Fig. 1: the metal 1 layer
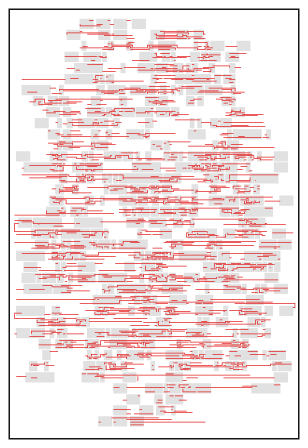
Fig. 2: met2 routing
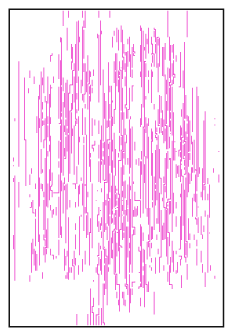
Fig. 3: metal 3
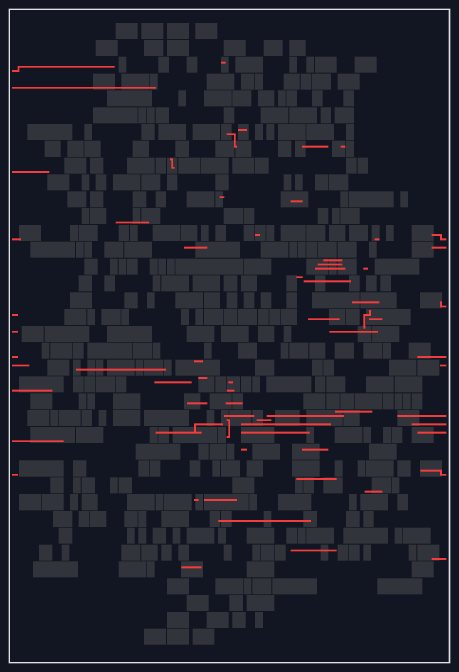
Fig. 4: metal 4
Scale bar: 20 um.
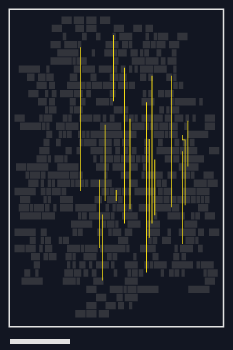
==> config.mk <==
export PLATFORM = sky130hd
export DESIGN_NAME = mario_jump_ctrl
export DESIGN_NICKNAME = d
export VERILOG_FILES = /design/src/rtl/mario_jump_ctrl.sv
export SDC_FILE = /design/constraint.sdc
export NUM_CORES = 1
export LEC_CHECK = 0
export CAP_MARGIN = 20
export CORE_ASPECT_RATIO = 1.5
export CORE_UTILIZATION = 40
export CTS_BUF_LIST = sky130_fd_sc_hd__clkbuf_4
export DETAILED_ROUTE_END_ITERATION = 8
export SYNTH_ARGS = -nofsm -noshare
export SYNTH_HDL_FRONTEND = slang
export SYNTH_SLANG_ARGS = --single-unit
==> constraint.sdc <==
create_clock -name clk -period 6.3 [get_ports clk]
set_clock_uncertainty 0.05 [all_clocks]
set_input_delay 1.26 -clock clk [delete_from_list [all_inputs] [get_ports clk]]
set_output_delay 1.26 -clock clk [all_outputs]
set_load 0.05 [all_outputs]
==> GITHUB_STEP_SUMMARY <==
### Yosys + OpenROAD results

| Metric | Value |
|---|---|
| Status | finished, violations left |
| Overflow left after global routing | 0 |
| Power drawn by the combinational cells | 733 uW |
| Cell taking the most area after synthesis | ha_1 |
| Register-to-register setup slack | between 1 and 1.5 ns |
| Clock tree from TritonCTS | yes |
| Top Family by Delay on Critical Path | AND-OR/OR-AND gates |
| Number of max-cap violations | 0 |
| Proportion of register bits with asynchronous set or reset after synthesis | 0 |
| Seq power | about 220 uW |
| ANT cells | 0 |
| NetSw | 573 uW |
| Iteration-0 DRC count of the detailed router | 210 |
| Deepest clock path buffer count | 2 |
| Slowest cell on crit path | o21ai_1 |
| Post-DR vias/cell | around 6.0 |
| DRC violations left | 6 |
| Clock slew seen by the registers of the worst setup and hold paths | 0.16 ns |
| Violations in the final reports | DRC |
| Cell types with the highest counts after synthesis | ha_1 (47), inv_1 (47), nand2_1 (30), a21oi_1 (24), o21ai_0 (24) |
| Length of routed met2 wiring | 4560 um |
| GRT Overall Usage | 0.244 |
| Final HPWL from detailed placement | 7090 um |
| Endpoint arrival time on the critical path | 5.36 ns |
| WP buf/inv | 2 |
| Wire length of the first global-routing pass | 14300 um |
| Proportion of layout cells with a drive suffix above 1 | 0.0522 |
| Sequential group share of total power | 0.203 |
| Ratio of final minimum period to clock period | 0.813 |
| Number of buffers inserted by hold repair at cts | 0 |
| Count of pins over their slew limit | 0 |
| Root buf cell | clkbuf_4 |
| Maximum number of pins on one net before global-route repair | 27 |
| Max Clk Rate | 195 MHz |
| Worst Setup End Kind | flop |
| Top_reg_cell synth | dfxtp_1 |
| Static leakage power | 1.41 nW |
| Top layer used by detailed routing | met4 |
| FF-to-FF path depth | 20 |
| Number of setup buffers added after CTS | 0 |
| Cell count after synthesis | about 370 |
| Worst Setup Start Kind | flop |
| Power, Total | roughly 1.1 mW |
| Metal1 wirelength | 3590 um |
| Number of cell instances after yosys synthesis | between 300 and 400 |
| Number of warnings the tools reported | 34 |
| Peak supply drop | about 0.16 mV |
| Clk. pwr | approximately 120 uW |
About Fig. 1:
- main direction: horizontal
- longest straight run: 37.7 um
global routing usage on met1: 0.267
Routed Wire Length: 8950 um
via total after detailed routing: 2895

About Fig. 2:
- main direction: vertical
- wire length on this layer: 4560 um
- nets with wire on the layer: 393
met2 Use GR: 0.445

About Fig. 3:
- share of all routed wire: 3.4%
- wire length on this layer: 302 um
- nets with wire on the layer: 50
- main direction: horizontal
met3 Usage GRT: 0.0249

About Fig. 4:
- main direction: vertical
- share of all routed wire: 5.5%

[stage by stage]
step,utilization,std cells,area [sq um],hold slack (ns)
floorplan,-,371,2860,0.545
global placement,0.473,476,3260,0.441
detailed placement,0.473,476,3260,0.448
CTS,0.480,480,3310,0.471
global route,0.480,480,3310,0.511
finish,0.480,480,3310,0.468
[final cells by class]
class	instances	area, sq um	area share
Timing Repair Buffer	36	360	0.109
Multi-Input combinational cell	291	2180	0.657
Clock buffer	3	22.5	0.00680
Clock inverter	1	30.0	0.00906
Inverter	49	184	0.0555
Sequential cell	22	440	0.133
Tap cell	78	97.6	0.0295
[cell families after synthesis]
family          Yosys count  synth area share
other cells               1           0.00132
buf+inv                  58            0.0829
mux                       6            0.0215
simple gates            103             0.181
fa+ha+maj                49             0.220
compound gates          114             0.287
xor+xnor                 17            0.0522
flops                    22             0.154
No activity file was given, so power comes from the tool's default toggle rates.
